==> src/rtl/ifetch_queue.sv <==
// In-order instruction fetch queue between the PC generator and decode, with flush-drop accounting.
// Optional build macro IFETCH_MISALIGN_CHK_EN: misaligned PCs are enqueued locally and flagged, with no memory request.
module ifetch_queue #(
    parameter int DEPTH = 4,
    parameter int AW    = 32
) (
    input  logic          clk,
    input  logic          rst_n,
    input  logic          pc_valid,
    input  logic [AW-1:0] pc,
    output logic          pc_ready,
    input  logic          flush,
    output logic          imem_req,
    output logic [AW-1:0] imem_addr,
    input  logic          imem_gnt,
    input  logic          imem_rvalid,
    input  logic [31:0]   imem_rdata,
    output logic          instr_valid,
    input  logic          instr_ready,
    output logic [31:0]   instr,
    output logic [AW-1:0] instr_pc
`ifdef IFETCH_MISALIGN_CHK_EN
    ,
    output logic          instr_misalign
`endif
);

    localparam int PW = $clog2(DEPTH);
    localparam logic [PW:0] FULL = (PW+1)'(DEPTH);

    logic [DEPTH-1:0] alloc_q, alloc_d;
    logic [DEPTH-1:0] filled_q, filled_d;
    logic [AW-1:0]    pc_q   [DEPTH];
    logic [AW-1:0]    pc_d   [DEPTH];
    logic [31:0]      data_q [DEPTH];
    logic [31:0]      data_d [DEPTH];
`ifdef IFETCH_MISALIGN_CHK_EN
    logic [DEPTH-1:0] misalign_q, misalign_d;
    logic             pc_misaligned;
`endif

    logic [PW-1:0] alloc_ptr_q, alloc_ptr_d;
    logic [PW-1:0] fill_ptr_q, fill_ptr_d;
    logic [PW-1:0] head_ptr_q, head_ptr_d;
    logic [PW:0]   count_q, count_d;
    logic [PW:0]   drop_cnt_q, drop_cnt_d;

    logic          enq_try;
    logic          grant;
    logic          enq;
    logic          pop;
    logic [PW-1:0] fill_idx;
    logic          fill_ok;
    logic [PW:0]   unfilled;
    logic [PW+1:0] drop_sum;

    // Issue side: requests are credit-limited by the registered count only.
    always_comb begin
        enq_try = rst_n & pc_valid & ~flush & (count_q != FULL);
`ifdef IFETCH_MISALIGN_CHK_EN
        pc_misaligned = (pc[1:0] != 2'b00);
        imem_req      = enq_try & ~pc_misaligned;
        grant         = imem_req & imem_gnt;
        enq           = grant | (enq_try & pc_misaligned);
`else
        imem_req      = enq_try;
        grant         = imem_req & imem_gnt;
        enq           = grant;
`endif
        pc_ready  = enq;
        imem_addr = pc;
    end

    assign instr_valid = alloc_q[head_ptr_q] & filled_q[head_ptr_q];
    assign pop         = instr_valid & instr_ready;
    assign instr       = instr_valid ? data_q[head_ptr_q] : 32'h0;
    assign instr_pc    = instr_valid ? pc_q[head_ptr_q]   : '0;
`ifdef IFETCH_MISALIGN_CHK_EN
    assign instr_misalign = instr_valid & misalign_q[head_ptr_q];
`endif

    // Response target: the oldest allocated entry still waiting for data.
    always_comb begin
        fill_idx = fill_ptr_q;
        fill_ok  = 1'b0;
`ifdef IFETCH_MISALIGN_CHK_EN
        // Locally filled (misaligned) entries are skipped; lowest offset wins.
        for (int k = DEPTH - 1; k >= 0; k--) begin
            if (alloc_q[fill_ptr_q + PW'(k)] & ~filled_q[fill_ptr_q + PW'(k)]) begin
                fill_idx = fill_ptr_q + PW'(k);
                fill_ok  = 1'b1;
            end
        end
`else
        fill_ok = alloc_q[fill_ptr_q] & ~filled_q[fill_ptr_q];
`endif
    end

    always_comb begin
        unfilled = '0;
        for (int i = 0; i < DEPTH; i++) begin
            unfilled = unfilled + (PW+1)'(alloc_q[i] & ~filled_q[i]);
        end
        drop_sum = (PW+2)'(drop_cnt_q) + (PW+2)'(unfilled);
        if (imem_rvalid && (drop_sum != '0)) begin
            drop_sum = drop_sum - (PW+2)'(1);
        end
    end

    always_comb begin
        alloc_d     = alloc_q;
        filled_d    = filled_q;
        pc_d        = pc_q;
        data_d      = data_q;
`ifdef IFETCH_MISALIGN_CHK_EN
        misalign_d  = misalign_q;
`endif
        alloc_ptr_d = alloc_ptr_q;
        fill_ptr_d  = fill_ptr_q;
        head_ptr_d  = head_ptr_q;
        count_d     = count_q;
        drop_cnt_d  = drop_cnt_q;

        if (flush) begin
            // Every in-flight request becomes a response to discard later.
            alloc_d     = '0;
            filled_d    = '0;
            alloc_ptr_d = '0;
            fill_ptr_d  = '0;
            head_ptr_d  = '0;
            count_d     = '0;
            drop_cnt_d  = drop_sum[PW:0];
        end else begin
            if (imem_rvalid) begin
                if (drop_cnt_q != '0) begin
                    drop_cnt_d = drop_cnt_q - (PW+1)'(1);
                end else if (fill_ok) begin
                    filled_d[fill_idx] = 1'b1;
                    data_d[fill_idx]   = imem_rdata;
                    fill_ptr_d         = fill_idx + PW'(1);
                end
            end
            // enq, fill and pop never target the same slot in one cycle.
            if (enq) begin
                alloc_d[alloc_ptr_q]  = 1'b1;
                pc_d[alloc_ptr_q]     = pc;
`ifdef IFETCH_MISALIGN_CHK_EN
                filled_d[alloc_ptr_q]   = pc_misaligned;
                misalign_d[alloc_ptr_q] = pc_misaligned;
                data_d[alloc_ptr_q]     = 32'h0;
`else
                filled_d[alloc_ptr_q] = 1'b0;
`endif
                alloc_ptr_d = alloc_ptr_q + PW'(1);
            end
            if (pop) begin
                alloc_d[head_ptr_q]  = 1'b0;
                filled_d[head_ptr_q] = 1'b0;
                head_ptr_d           = head_ptr_q + PW'(1);
            end
            count_d = count_q + (PW+1)'(enq) - (PW+1)'(pop);
        end
    end

    always_ff @(posedge clk or negedge rst_n) begin
        if (!rst_n) begin
            alloc_q     <= '0;
            filled_q    <= '0;
            for (int i = 0; i < DEPTH; i++) begin
                pc_q[i]   <= '0;
                data_q[i] <= '0;
            end
`ifdef IFETCH_MISALIGN_CHK_EN
            misalign_q  <= '0;
`endif
            alloc_ptr_q <= '0;
            fill_ptr_q  <= '0;
            head_ptr_q  <= '0;
            count_q     <= '0;
            drop_cnt_q  <= '0;
        end else begin
            alloc_q     <= alloc_d;
            filled_q    <= filled_d;
            pc_q        <= pc_d;
            data_q      <= data_d;
`ifdef IFETCH_MISALIGN_CHK_EN
            misalign_q  <= misalign_d;
`endif
            alloc_ptr_q <= alloc_ptr_d;
            fill_ptr_q  <= fill_ptr_d;
            head_ptr_q  <= head_ptr_d;
            count_q     <= count_d;
            drop_cnt_q  <= drop_cnt_d;
        end
    end

endmodule

==> config.mk <==
export PLATFORM = sky130hd
export DESIGN_NAME = ifetch_queue
export DESIGN_NICKNAME = d
export VERILOG_FILES = /design/src/rtl/ifetch_queue.sv
export SDC_FILE = /design/constraint.sdc
export NUM_CORES = 1
export LEC_CHECK = 0
export CORE_MARGIN = 5
export CORE_UTILIZATION = 45
export CTS_BUF_LIST = sky130_fd_sc_hd__clkbuf_8
export DETAILED_ROUTE_END_ITERATION = 10
export HOLD_SLACK_MARGIN = 0.06
export PLACE_DENSITY = 0.67
export SETUP_SLACK_MARGIN = 0.4
export SYNTH_ARGS = -nofsm -noshare
export SYNTH_HDL_FRONTEND = slang
export SYNTH_SLANG_ARGS = --single-unit
==> constraint.sdc <==
create_clock -name clk -period 4.25 [get_ports clk]
set_input_delay 0.85 -clock clk [delete_from_list [all_inputs] [get_ports clk]]
set_output_delay 0.85 -clock clk [all_outputs]
set_load 0.05 [all_outputs]
Congestion heat map:
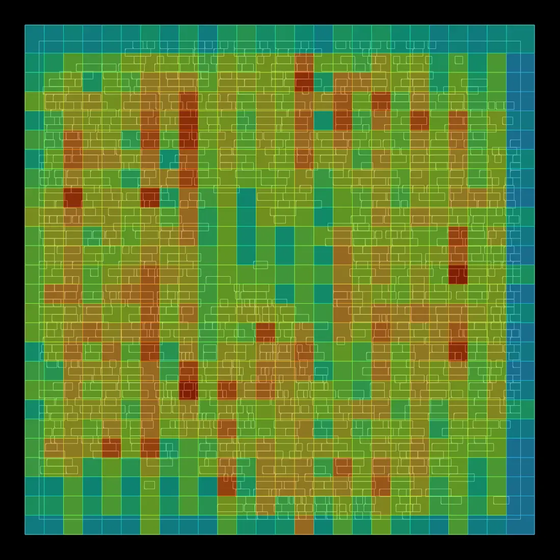
routing usage on met2: 27.1%
met3 capacity usage during global routing: 4.01%
Routed wire per std cell: 18.8 um

==> summary.rpt <==
==== FLOW RESULTS ====
----------------------------------------------------
[Run status]
  Status ........................ complete, no violations

[Cells and area]
  Highest-count logic cell in the final layout ........................ sky130_fd_sc_hd__dfrtp_1
  Nets ........................ 1128
  Most frequent cells in the layout ........................ sky130_fd_sc_hd__dfrtp_1, sky130_fd_sc_hd__mux2_1, sky130_fd_sc_hd__clkdlybuf4s50_1
  Largest regs ........................ data_q: 128 flops, pc_q: 128 flops
  Combined area of the multi-input logic cells ........................ 5790 um^2
  Number of inserted diodes ........................ 0

[Logic synthesis]
  Seq share, synth ........................ 51.5%
  Cell count listed in synth_stat.txt ........................ 882
  Area share of and-or/or-and cells after synthesis ........................ 1.80%
  Number of distinct library cells after synthesis ........................ 44
  Library cell with the highest instance count after synthesis ........................ sky130_fd_sc_hd__dfrtp_1
  Post-synth net total ........................ 978
  XOR/XNOR share of the synthesized area ........................ 0.392%
  Largest logic family ........................ multiplexers

[Die]
  Die span in x ........................ 183 um
  Pre-placement core utilization ........................ 45.3%
  Well Taps ........................ 390

[Clock network]
  Clock latency of the later-clocked register in the worst-skew pair ........................ 0.54 ns
  Post-CTS Resized ........................ 0
  Clock transition at the registers of the reported paths ........................ 0.06 ns

[Setup path]
  Source of the worst register-to-register timing path ........................ filled_q[3]
  Critical path endpoint category ........................ flip-flop
  Number of cells on the critical path ........................ 11
  R2r setup slk ........................ 0.61 ns
  Buf+Inv Stages, Crit Path ........................ 1
  Critical-path cell with the highest stage delay ........................ sky130_fd_sc_hd__fa_1
  Path type of the worst setup path ........................ reg2reg
  Critical path cell sequence ........................ and2b_1, fa_1, ha_1, ha_1, inv_1, fa_1, ha_1, or4bb_1, o211ai_1, mux2i_1, mux2_2
  Critical R2R Capture ........................ drop_cnt_q[1]
  Critical Path Start Type ........................ flip-flop
  Startpoint of the most critical setup path ........................ filled_q[3]
  Cell repeated most along the worst path ........................ sky130_fd_sc_hd__ha_1

[Pwr]
  Comb power ........................ 0.775 mW
  Sequential power ........................ 2.92 mW
  Biggest power consumer among the groups ........................ sequential cells
  Maximum vdd ir drop ........................ 0.298 mV
  Gate power share ........................ 12.9%
  Share of total power consumed by net switching ........................ 24.3%

[Routing]
  Via-to-Cell Ratio ........................ 5.23
  Count of unresolved DRC violations after routing ........................ 0

[Placed design]
  Worst slack, placed ........................ 0.625 ns
  Half-perimeter wire length of the detailed placement result ........................ 17.0 mm

[Timing]
  Final-layout setup total negative slack ........................ 0 ns
  Final count of hold timing violations ........................ 0

[Global route]
  Global-route wire length before repair ........................ 45.9 mm

----------------------------------------------------
Wires at chosen ports, followed through buffers:
(1.5 px per um)
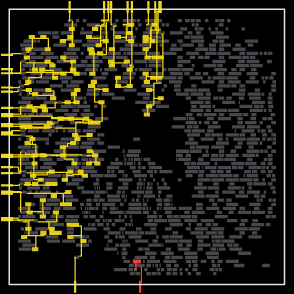
legend:
  red:
    port: pc_ready
    bits: 1
    direction: output
    edge: south
    end_cells: 1
    buffers: 1
    wire: 20.6 um
  yellow:
    port: imem_rdata
    bits: 32
    direction: input
    edge: 21 west, 10 north, 1 south
    end_cells: 128
    buffers: 32
    wire: 1680 um
Port Buf Inserts: 169
count of boundary I/O pins: 170

logic make-up (layout without fill, tap and decap cells):
group           count (synthesis)  count (layout)
mux                           326             326
fa+ha+maj                      25              25
buf+inv                       107             291
compound gates                 31              31
xor+xnor                        6               6
flops                         276             276
simple gates                  111             111
layer usage:
layer  GRT usage, %  part of all wire, %  vias up
met3           4.01                  6.0       43
met1           23.1                   45     3928
li1               -                    -     3476
met5              0                0.047        -
met4           4.38                  1.7        2
met2           27.1                   47      170
metrics by stage:
step           area, um^2  utilization, %
6_report            15900            53.9
5_1_grt             15900            53.9
4_1_cts             15900            53.9
3_5_place_dp        15000            50.7
3_3_place_gp        15000            50.7
2_1_floorplan       13400               -
Power and IR drop assume default switching activity.
